**src/rtl/datagram_tx_pkg.sv**
```systemverilog
// datagram_tx_pkg: link constants, tx state type and serial CRC-8 step shared by the datagram link ends.
package datagram_tx_pkg;
    localparam int         MESSAGE_SIZE   = 16;
    localparam logic [7:0] LINK_SYNC_WORD = 8'hA5;
    localparam int         LINK_CLK_DIV   = 4;
    localparam int         LINK_GAP_BITS  = 2;
    localparam logic [7:0] CRC8_POLY      = 8'h07;

    typedef enum logic [2:0] {IDLE, SYNC, PAYLOAD, CRC, GAP} link_tx_state_e;

    function automatic logic [7:0] crc8_step(input logic [7:0] crc, input logic b);
        return {crc[6:0], 1'b0} ^ ((crc[7] ^ b) ? CRC8_POLY : 8'h00);
    endfunction
endpackage

```
**src/rtl/link_crc8.sv**
```systemverilog
// link_crc8: serial CRC-8 (poly 0x07, init 0) with synchronous clear and per-bit enable.
module link_crc8
    import datagram_tx_pkg::*;
(
    input  logic       clk,
    input  logic       rst,
    input  logic       clr_i,
    input  logic       en_i,
    input  logic       bit_i,
    output logic [7:0] crc_o
);
    logic [7:0] crc_q;

    always_ff @(posedge clk) begin
        if (!rst || clr_i) crc_q <= '0;
        else if (en_i)     crc_q <= crc8_step(crc_q, bit_i);
    end

    assign crc_o = crc_q;
endmodule

```
**src/rtl/datagram_tx.sv**
```systemverilog
// datagram_tx: serializes one datagram as sync word, LSB-first payload and gap on a source-synchronous link.
// Define DATAGRAM_TX_CRC_EN to append a CRC-8 over the payload before the gap.
module datagram_tx
    import datagram_tx_pkg::*;
#(
    parameter int         MSG_W     = MESSAGE_SIZE,
    parameter int         CLK_DIV   = LINK_CLK_DIV,
    parameter logic [7:0] SYNC_WORD = LINK_SYNC_WORD,
    parameter int         GAP_BITS  = LINK_GAP_BITS
) (
    input  logic             clk,
    input  logic             rst,
    input  logic [MSG_W-1:0] datagram,
    input  logic             send_valid,
    output logic             send_ready,
    output logic             tx_data,
    output logic             tx_clk,
    output logic             tx_frame,
    output logic             busy
);
    localparam int CW = $clog2(CLK_DIV);
    localparam int BW = $clog2(MSG_W + 1);

    link_tx_state_e   state_q, state_d;
    logic [CW-1:0]    cyc_q, cyc_d;
    logic [BW-1:0]    bit_q, bit_d;
    logic [MSG_W-1:0] sh_q, sh_d;
    logic             bit_end, crc_bit;

    assign bit_end = cyc_q == CW'(CLK_DIV - 1);

`ifdef DATAGRAM_TX_CRC_EN
    logic [7:0] crc;

    link_crc8 u_crc (
        .clk   (clk),
        .rst   (rst),
        .clr_i (state_q == IDLE),
        .en_i  (state_q == PAYLOAD && bit_end),
        .bit_i (sh_q[0]),
        .crc_o (crc)
    );

    assign crc_bit = crc[bit_q[2:0]];
`else
    assign crc_bit = 1'b1;
`endif

    always_ff @(posedge clk) begin
        if (!rst) begin
            state_q <= IDLE;
            cyc_q   <= '0;
            bit_q   <= '0;
            sh_q    <= '0;
        end else begin
            state_q <= state_d;
            cyc_q   <= cyc_d;
            bit_q   <= bit_d;
            sh_q    <= sh_d;
        end
    end

    // bit_q counts down the bits of the current state and is reloaded on every state change
    always_comb begin
        state_d = state_q;
        cyc_d   = cyc_q;
        bit_d   = bit_q;
        sh_d    = sh_q;
        if (state_q == IDLE) begin
            if (send_valid) begin
                state_d = SYNC;
                bit_d   = BW'(7);
                sh_d    = datagram;
            end
        end else begin
            cyc_d = bit_end ? '0 : cyc_q + CW'(1);
            if (bit_end) begin
                bit_d = bit_q - BW'(1);
                if (state_q == PAYLOAD) sh_d = sh_q >> 1;
                if (bit_q == '0) begin
                    case (state_q)
                        SYNC: begin
                            state_d = PAYLOAD;
                            bit_d   = BW'(MSG_W - 1);
                        end
`ifdef DATAGRAM_TX_CRC_EN
                        PAYLOAD: begin
                            state_d = CRC;
                            bit_d   = BW'(7);
                        end
                        CRC: begin
                            state_d = GAP;
                            bit_d   = BW'(GAP_BITS - 1);
                        end
`else
                        PAYLOAD: begin
                            state_d = GAP;
                            bit_d   = BW'(GAP_BITS - 1);
                        end
`endif
                        default: begin
                            state_d = IDLE;
                            bit_d   = '0;
                        end
                    endcase
                end
            end
        end
    end

    always_comb begin
        send_ready = state_q == IDLE;
        busy       = state_q != IDLE;
        tx_frame   = state_q == SYNC || state_q == PAYLOAD || state_q == CRC;
        tx_clk     = tx_frame && cyc_q >= CW'(CLK_DIV / 2);
        tx_data    = (state_q == SYNC)    ? SYNC_WORD[bit_q[2:0]] :
                     (state_q == PAYLOAD) ? sh_q[0] :
                     (state_q == CRC)     ? crc_bit : 1'b1;
    end
endmodule

```
**config.mk**
```make
export PLATFORM = sky130hd
export DESIGN_NAME = datagram_tx
export DESIGN_NICKNAME = d
export VERILOG_FILES = /design/src/rtl/datagram_tx_pkg.sv /design/src/rtl/link_crc8.sv /design/src/rtl/datagram_tx.sv
export SDC_FILE = /design/constraint.sdc
export NUM_CORES = 1
export LEC_CHECK = 0
export CAP_MARGIN = 0
export CORE_MARGIN = 3
export CORE_UTILIZATION = 23
export DETAILED_ROUTE_END_ITERATION = 8
export PLACE_DENSITY = 0.38
export SYNTH_ARGS = -nofsm -noshare
export SYNTH_HDL_FRONTEND = slang
export SYNTH_SLANG_ARGS = --single-unit
export TNS_END_PERCENT = 30
```
**constraint.sdc**
```tcl
create_clock -name clk -period 2.35 [get_ports clk]
set_input_delay 0.3525 -clock clk [delete_from_list [all_inputs] [get_ports clk]]
set_output_delay 0.3525 -clock clk [all_outputs]
set_load 0.02 [all_outputs]
```
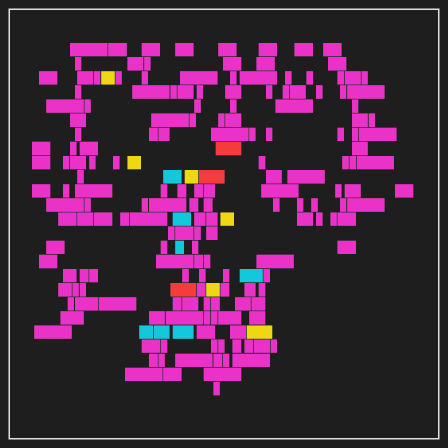
Fig. 1. Cell sizes after repair (run 1).
_2 cells -> cyan  # cells 7, share 3.7%, most used nor3_2
_0 and _1 cells -> magenta  # cells 174, share 92%, most used nand2_1
_3 and _4 cells -> yellow  # cells 6, share 3.2%, most used buf_4
_6 and larger -> red  # cells 3, share 1.6%, most used clkbuf_8
Layout area overhead: 25.1%
setup slack after layout: 0.259 ns
Final Cell Area: 1680 um^2

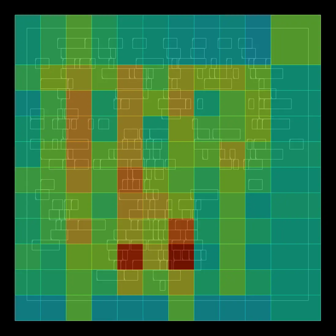
Fig. 2. Routing congestion (run 1).
gr busiest metal: met2
mean routed wirelength per cell: 12.7 um
met2 usage: 16.2%
met1 usage: 14.9%

==> GITHUB_STEP_SUMMARY, run 1 <==
## Implementation flow summary

| Metric | Value |
|---|---|
| Run status | `complete, no violations` |
| Slew Limit Fails | `0` |
| Worst Setup End Kind | `output pin` |
| Yosys stat cell total | `170` |
| Root buffer cell | `clkbuf_8` |
| Non-clock buffer share | `15.9%` |
| Register area | `541 um^2` |
| Post-synthesis sequential area ratio | `40.2%` |
| Initial drt markers | `59` |
| Crit path max fanout | `8` |
| Crit share post-route | `89.0%` |
| FILL cells | `604` |
| Area occupied by multi-input gates | `714 um^2` |
| Most used flip-flop cell | `dfxtp_1` |
| CTS Sinks | `27` |
| Non-CTS inverters | `6` |
| Clock-cell share | `2.75%` |
| Vias per inst | `4.64` |
| Finished Layout Cells | `262` |
| Max Freq | `478 MHz` |
| # IOs | `24` |
| CTS H-tree depth | `1` |
| Nets@finish | `213` |
| Critical path's slowest cell | `clkdlybuf4s50_1` |
| Placed cell areas | `1640 um^2` |
| Dominant class by area | `multi-input combinational cells` |
| Leakage | `0.631 nW` |
| Mean Syn Cell Area | `7.90 um^2` |
| Post-cts resize count | `0` |
| Total gr overflow | `0` |
| Unique cell type count in the Yosys netlist | `33` |
| Vias in the first global route | `1,199` |
| CTS Buf Count | `3` |
| Power Dens Cells | `610 nW/um^2` |
| # setup viols final | `0` |
| EDFF count, synth | `0` |
| Clock Tree Buf Depth | `2` |
| Post-synth ARST share | `0%` |
| HP Class | `flip-flop to flip-flop` |
| Worst slew margin | `49.7%` |
| Ys Warns | `0` |
| Comb gates | `125` |
| Port buffer count | `23` |
| Most frequent cells in the layout | `nand2_1, nor2_1, dfxtp_1` |
| Worst hold slack | `0.475 ns` |
| Clk Latency, worst-skew pair | `0.28 ns` |
| Vias post-DR | `1,216` |
| Post-synth area from yosys stat | `1340 um^2` |
| Clk_skew | `0.00856 ns` |
| Final Wtd Congestion | `0.752` |
| Final Hold Viols | `0` |
| Sequential cells | `27` |
| Peak supply drop | `0.214 mV` |
| Data arrival, critical path | `1.74 ns` |
| Inst Count DP | `258` |
| DR pass1 iterations | `4` |
| Max Cap Viol | `0` |
| Gate Count Post-Synth | `170` |
| Final min period | `2.09 ns` |
| CP delay by family, top | `buffers and inverters` |
| RSZ-0062 raised after global routing | `false` |
| GRT Total Usage | `10.8%` |
| OpenROAD warning count | `27` |
| Bufs and invs on worst path | `2` |
| Synthesized cell area | `1340 um^2` |
| Slew @ Worst Pin | `0.754 ns` |
| First-pass GRT wire length | `5.69 mm` |
| Worst setup SP type | `flip-flop` |
| Yosys top cell by area | `dfxtp_1` |
| Crit path DRT | `2.00 ns` |
| Fin Setup TNS | `0 ns` |
| Critical path's largest stage delay | `0.65 ns` |
| Fp util | `24.1%` |
| Tapcells inserted | `72` |
| Largest cells by area | `dfxtp_1, nand2_1, a311oi_1, nor2_1, ha_1` |
| Layout cells sized above 1 | `8.42%` |
| Post-synth top cells | `nand2_1, nor2_1, dfxtp_1` |
| Largest net degree at the start of global routing | `32` |
| Initial antenna violation count | `0` |
| Area share of the largest cell type after synthesis | `40.2%` |
| Crit path kind | `flip-flop to output pin` |
| Most frequent logic cell in the layout | `nand2_1` |
| Die Span X | `82.4 um` |
| Drc violations | `0` |
| Drt total wl | `3.32 mm` |
| # Post-CTS Setup Buffers | `0` |
| Worst-path clk slew | `0.10 ns` |
| Post-DP HPWL | `2.34 mm` |
| Post-synthesis register bit count | `27` |
| TritonCTS clock tree | `done` |
| # diodes | `0` |
| Post-CTS Hold Fix Bufs | `0` |
| CP Cell Sequence | `nor3_2, inv_1, clkdlybuf4s50_1` |
| Post-DRT Antenna Nets | `0` |
| Non-clock buffers | `28` |
| Yosys top cell by instances | `nand2_1` |
| Combinational share of cell area | `42.5%` |
| Clk_buf instances | `3` |
| Die Y | `82.4 um` |
| Die ar. | `6800 um^2` |
| Post-Syn Nets | `192` |
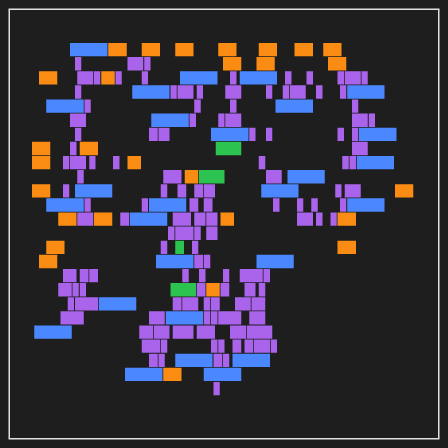
Fig. 3. Cell classes on the final placement (run 1).
flops -> blue  # cells 27, share of their area 34%
other buffers and delay cells -> orange  # cells 28, share of their area 17%
combinational and other logic -> purple  # cells 131, share of their area 46%
clock drivers and dummy loads -> green  # cells 4, share of their area 2.9%
Finished Core Util: 30.2%
row count: 27
flop share of the area: 32.1%
core area: 5570 um^2

run 1: final timing paths:
kind / endpoint / slack, ns / from / cells after the start
setup / recovery: busy / 0.26 / state_q[0] / 3
hold / removal: bit_q[4] / 0.47 / bit_q[4] / 2
setup reg to reg: flip-flop / 0.40 / bit_q[0] / 7
hold reg to reg: bit_q[4] / 0.47 / bit_q[4] / 2
run 1: per-layer routing:
| metal | vias up | track usage [%] | part of all wire (%) | wire, um |
|---|---|---|---|---|
| met1 | 555 | 14.9 | 51 | 1690 |
| met2 | 20 | 16.2 | 44 | 1450 |
| met3 | 6 | 2.60 | 4.1 | 135 |
| li1 | 635 | - | - | - |
| met5 | - | 0 | 0 | 0 |
| met4 | 0 | 4.32 | 1.3 | 43 |
run 1: sequential cells by signal, summed over array words and instances, names as in the netlist, named ones only:
| register | flops |
|---|---|
| sh_q | 16 |
| bit_q | 5 |
| state_q | 3 |
| cyc_q | 2 |
run 1: kinds of logic (layout without fill, tap and decap cells):
group / Yosys count / count (layout) / synth area share, %
AOI/OAI and AO/OA: 37 / 37 / 20.9
xor gates and xnor gates: 2 / 2 / 1.30
adders and majority gates: 3 / 3 / 2.79
buffers and inverters: 18 / 38 / 6.98
DFF: 27 / 27 / 40.2
muxes: 2 / 2 / 1.58
and+or+nand+nor: 81 / 81 / 26.3
run 1: per-stage QoR:
step | total power, W | setup slack, ns | util [%]
final | 0.00103 | 0.259 | 30.2
after floorplan | 0.000676 | 0.501 | -
after global routing | 0.00109 | 0.113 | 30.2
after detailed placement | 0.000759 | 0.425 | 29.3
after global placement | 0.000759 | 0.364 | 29.3
after CTS | 0.00104 | 0.218 | 30.2
run 1: report_power, final:
part	switching, W	internal [W]
Combinational	0.000117	0.000105
Clock	0.000162	0.000119
Sequential	0.0000281	0.000495
Total	0.000307	0.000719
Fig. 4: run 1, placement density heat map
The die is cut into 8 by 8 equal tiles; black is low, pale yellow is high, 0 to 100% covered.
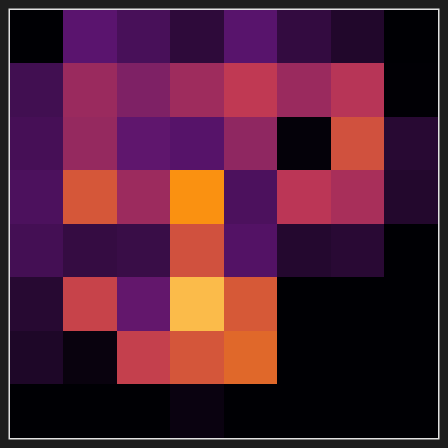

--- run 2 (diff from run 1) ---
--- a/config.mk
+++ b/config.mk
@@ -9,7 +9,7 @@
 export CORE_MARGIN = 3
 export CORE_UTILIZATION = 23
 export DETAILED_ROUTE_END_ITERATION = 8
-export PLACE_DENSITY = 0.38
+export PLACE_DENSITY = 0.4
 export SYNTH_ARGS = -nofsm -noshare
 export SYNTH_HDL_FRONTEND = slang
 export SYNTH_SLANG_ARGS = --single-unit
==> constraint.sdc (replaced) <==
create_clock -name clk -period 1.9 [get_ports clk]
set_input_delay 0.285 -clock clk [delete_from_list [all_inputs] [get_ports clk]]
set_output_delay 0.285 -clock clk [all_outputs]
set_load 0.02 [all_outputs]
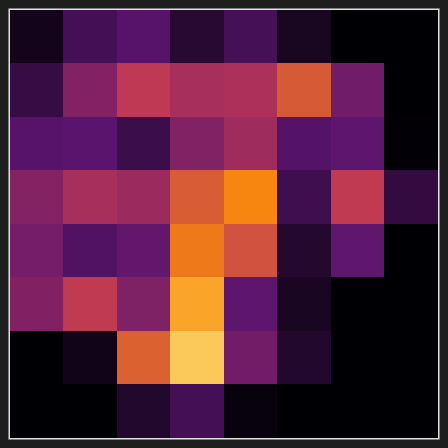
Fig. 5. Placement density heat map (run 2).
The die is cut into 8 by 8 equal tiles; black is low, pale yellow is high, 0 to 100% covered.
mean over tiles = 25%
fullest tile = 88%
densest ninth of the die = middle
emptiest ninth of the die = bottom right

==> GITHUB_STEP_SUMMARY, run 2 <==
## Implementation flow summary

| Metric | Value |
|---|---|
| Post-synthesis register bit count | `27 (unchanged)` |
| Post-synth area from yosys stat | `1340 um^2 (unchanged)` |
| Fp util | `24.1% (unchanged)` |
| Root buffer cell | `clkbuf_8` |
| Hold Path Sink | `sh_q[15]` |
| Yosys top cell by area | `dfxtp_1` |
| Final min period | `1.81 ns` |
| Post-DP HPWL | `2.49 mm (+6.4%)` |
| TritonCTS clock tree | `done` |
| DR pass1 iterations | `5 (+1)` |
| Post-DRT Antenna Nets | `0 (unchanged)` |
| Initial drt markers | `80 (+36%)` |
| Mean routed wirelength per cell | `13.2 um (+3.9%)` |
| Met1 usage | `15.8% (+0.92 points)` |
| Leakage | `0.678 nW (+7.5%)` |
| Most used flip-flop cell | `dfxtp_1` |
| Drt total wl | `3.55 mm (+7.1%)` |
| Crit share post-route | `95.4%` |
| Fin Setup TNS | `0 ns (unchanged)` |
| Vias in the first global route | `1,227 (+2.3%)` |
| Register name with the most flops | `sh_q` |
| Vias post-DR | `1,296 (+6.6%)` |
| RSZ-0062 raised after global routing | `false` |
| Reg2Reg Setup Slack | `0.09 ns (-0.31 ns)` |
| Crit path DRT | `2.12 ns (+0.12 ns)` |
| Regs by FF count | `sh_q: 16 flops, bit_q: 5 flops, state_q: 3 flops` |
| Max reg flops | `16 (unchanged)` |
| Reg2reg path depth | `7 (unchanged)` |
| Largest net degree at the start of global routing | `32 (unchanged)` |
| Clk_skew | `0.00218 ns (-0.00637 ns)` |
| Final Wtd Congestion | `0.812 (+7.9%)` |
| Core area | `5570 um^2 (unchanged)` |
| Total gr overflow | `0 (unchanged)` |
| HP Class | `flip-flop to flip-flop` |
| Min-delay src | `sh_q[15]` |
| Run status | `complete, no violations` |
| Port buffer count | `23 (unchanged)` |
| OpenROAD warning count | `27 (unchanged)` |
| Worst slew margin | `71.3% (+22 points)` |
| First-pass GRT wire length | `5.95 mm (+4.5%)` |
| Ys Warns | `0 (unchanged)` |
| Die ar. | `6800 um^2 (unchanged)` |
| Highest routed layer | `met4` |
| Max Cap Viol | `0 (unchanged)` |
| Row count | `27 (unchanged)` |
| Post-Syn Nets | `192 (unchanged)` |
| Final Cell Area | `1790 um^2 (+6.4%)` |
| Hold Path Depth | `2 (unchanged)` |
| CTS Sinks | `27 (unchanged)` |
| Data arrival, critical path | `2.03 ns (+0.29 ns)` |
| Max Freq | `552 MHz` |
| Most frequent logic cell in the layout | `nand2_1` |
| Initial antenna violation count | `0 (unchanged)` |
| Mean Syn Cell Area | `7.90 um^2 (unchanged)` |
| Met2 wire len | `1.57 mm (+8.2%)` |
| Clock Tree Buf Depth | `2 (unchanged)` |
| Met2 usage | `16.7% (+0.56 points)` |
| Yosys stat cell total | `170 (unchanged)` |
| CP Launch Point | `bit_q[1]` |
| Slew Limit Fails | `0 (unchanged)` |
| Gate Count Post-Synth | `170 (unchanged)` |
| # diodes | `0 (unchanged)` |
| Tot Pwr | `0.00131 W (+28%)` |
| Post-CTS Hold Fix Bufs | `0 (unchanged)` |
| Gr busiest metal | `met2` |
| CTS H-tree depth | `1 (unchanged)` |
| Die Y | `82.4 um (unchanged)` |
| Largest cells by area | `dfxtp_1, nand2_1, a311oi_1, nor2_1, ha_1` |
| GRT Total Usage | `11.3% (+0.43 points)` |
| Worst-path clk slew | `0.10 ns (about the same)` |
| Metal3 WL | `164 um (+21%)` |
| Post-synth top cells | `nand2_1, nor2_1, dfxtp_1` |
| Layout cells sized above 1 | `16.7% (+8.2 points)` |
| Worst Setup End Kind | `flip-flop` |
| Final Hold Viols | `0 (unchanged)` |
| Peak supply drop | `0.303 mV (+42%)` |
| Drc violations | `0 (unchanged)` |
| M3 GR Usage | `2.60% (unchanged)` |
| Setup slack after layout | `0.0869 ns (-0.172 ns)` |
| Pre-CTS WS | `0.0317 ns (-0.393 ns)` |
| Most frequent cells in the layout | `nand2_1, nor2_1, dfxtp_1` |
| EDFF count, synth | `0 (unchanged)` |
| R2r startpoint | `bit_q[1]` |
| CTS Buf Count | `3 (unchanged)` |
| Synthesized cell area | `1340 um^2 (unchanged)` |
| Yosys top cell by instances | `nand2_1` |
| Clk Latency, worst-skew pair | `0.28 ns (about the same)` |
| # setup viols final | `0 (unchanged)` |
| Vias per inst | `4.80 (+3.4%)` |
| Crit path kind | `flip-flop to flip-flop` |
| Placed cell areas | `1700 um^2 (+4.0%)` |
| Worst setup SP type | `flip-flop` |
| # IOs | `24 (unchanged)` |
| Power Dens Cells | `734 nW/um^2 (+20%)` |
| Crit path max fanout | `4 (-4)` |
| Area share of the largest cell type after synthesis | `40.2% (unchanged)` |
| Unique cell type count in the Yosys netlist | `33 (unchanged)` |
| Slew @ Worst Pin | `0.429 ns (-0.324 ns)` |
| Die Span X | `82.4 um (unchanged)` |
| Layout area overhead | `33.1%` |
| Post-synth ARST share | `0% (unchanged)` |
| Met1 Wirelength | `1.76 mm (+4.0%)` |
| Post-synthesis sequential area ratio | `40.2% (unchanged)` |
| Nets@finish | `221 (+3.8%)` |
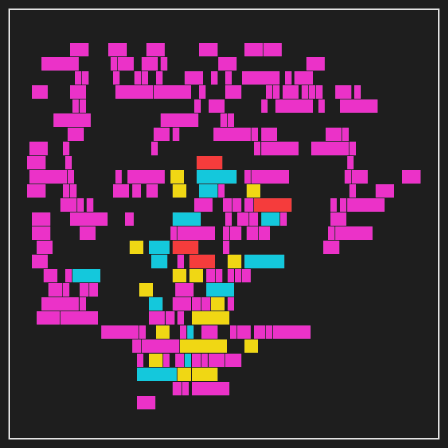
Fig. 6. Cell sizes after repair (run 2).
_0 and _1 cells -> magenta  # cells 165, share 83%, most used nand2_1
_6 and larger -> red  # cells 4, share 2.0%, most used clkbuf_8
_2 cells -> cyan  # cells 13, share 6.6%, most used dfxtp_2
_3 and _4 cells -> yellow  # cells 16, share 8.1%, most used buf_4

run 2: cell counts after synthesis:
Identical to the previous run, type by type.
run 2: final cells by class:
type                       count  area [um^2]
clock inverter                 1         7.51
tap                           72         90.1
clock buffer                   3         41.3
multi-input combinational    125          749
fill                         612         3780
timing repair buffer          36          334
sequential                    27          544
inverter                       6         22.5
run 2: worst max-delay path by stage:
stage,to,slack (ns),depth (start not counted)
after floorplan,flip-flop,0.05,7
after global placement,flip-flop,0.12,7
after detailed placement,flip-flop,0.03,8
after CTS,flip-flop,0.02,7
after global routing,flip-flop,0.01,7
final,flip-flop,0.09,7
run 2: cells by family (layout without fill, tap and decap cells):
kind of cell               after synthesis  in the layout  synth area share, %
muxes                                    2              2                 1.58
adders and majority gates                3              3                 2.79
AOI/OAI and AO/OA                       37             37                 20.9
and+or+nand+nor                         81             81                 26.3
buffers and inverters                   18             46                 6.98
xor gates and xnor gates                 2              2                 1.30
DFF                                     27             27                 40.2
run 2: worst max-delay path, cell delays in order (launching register included):
cell and delay [ns]:
dfxtp_2 0.34, inv_2 0.06, ha_4 0.14, or4b_4 0.50, o22ai_4 0.21, a21oi_1 0.10, mux2_2 0.27, o21ai_2 0.13
run 2: stage by stage:
step	hold WS (ns)	util (%)	instances
after floorplan	0.344	-	170
after global placement	0.463	30.5	265
after detailed placement	0.456	30.5	265
after CTS	0.483	31.4	269
after global routing	0.501	32.1	270
final	0.482	32.1	270
run 2: power by group:
part	internal (W)	switching [W]	leakage, nW	total [W]
Sequential	0.000613	0.0000327	0.224	0.000646
Clock	0.000149	0.000199	0.0217	0.000348
Combinational	0.000154	0.000165	0.433	0.000319
Total	0.000916	0.000397	0.678	0.00131
run 2: timing repair:
item,CTS,global route
endpoints found under the setup margin,6,1
resized,8,8
buffers inserted,0,1
pin swaps,0,2
No activity file was given, so power comes from the tool's default toggle rates.
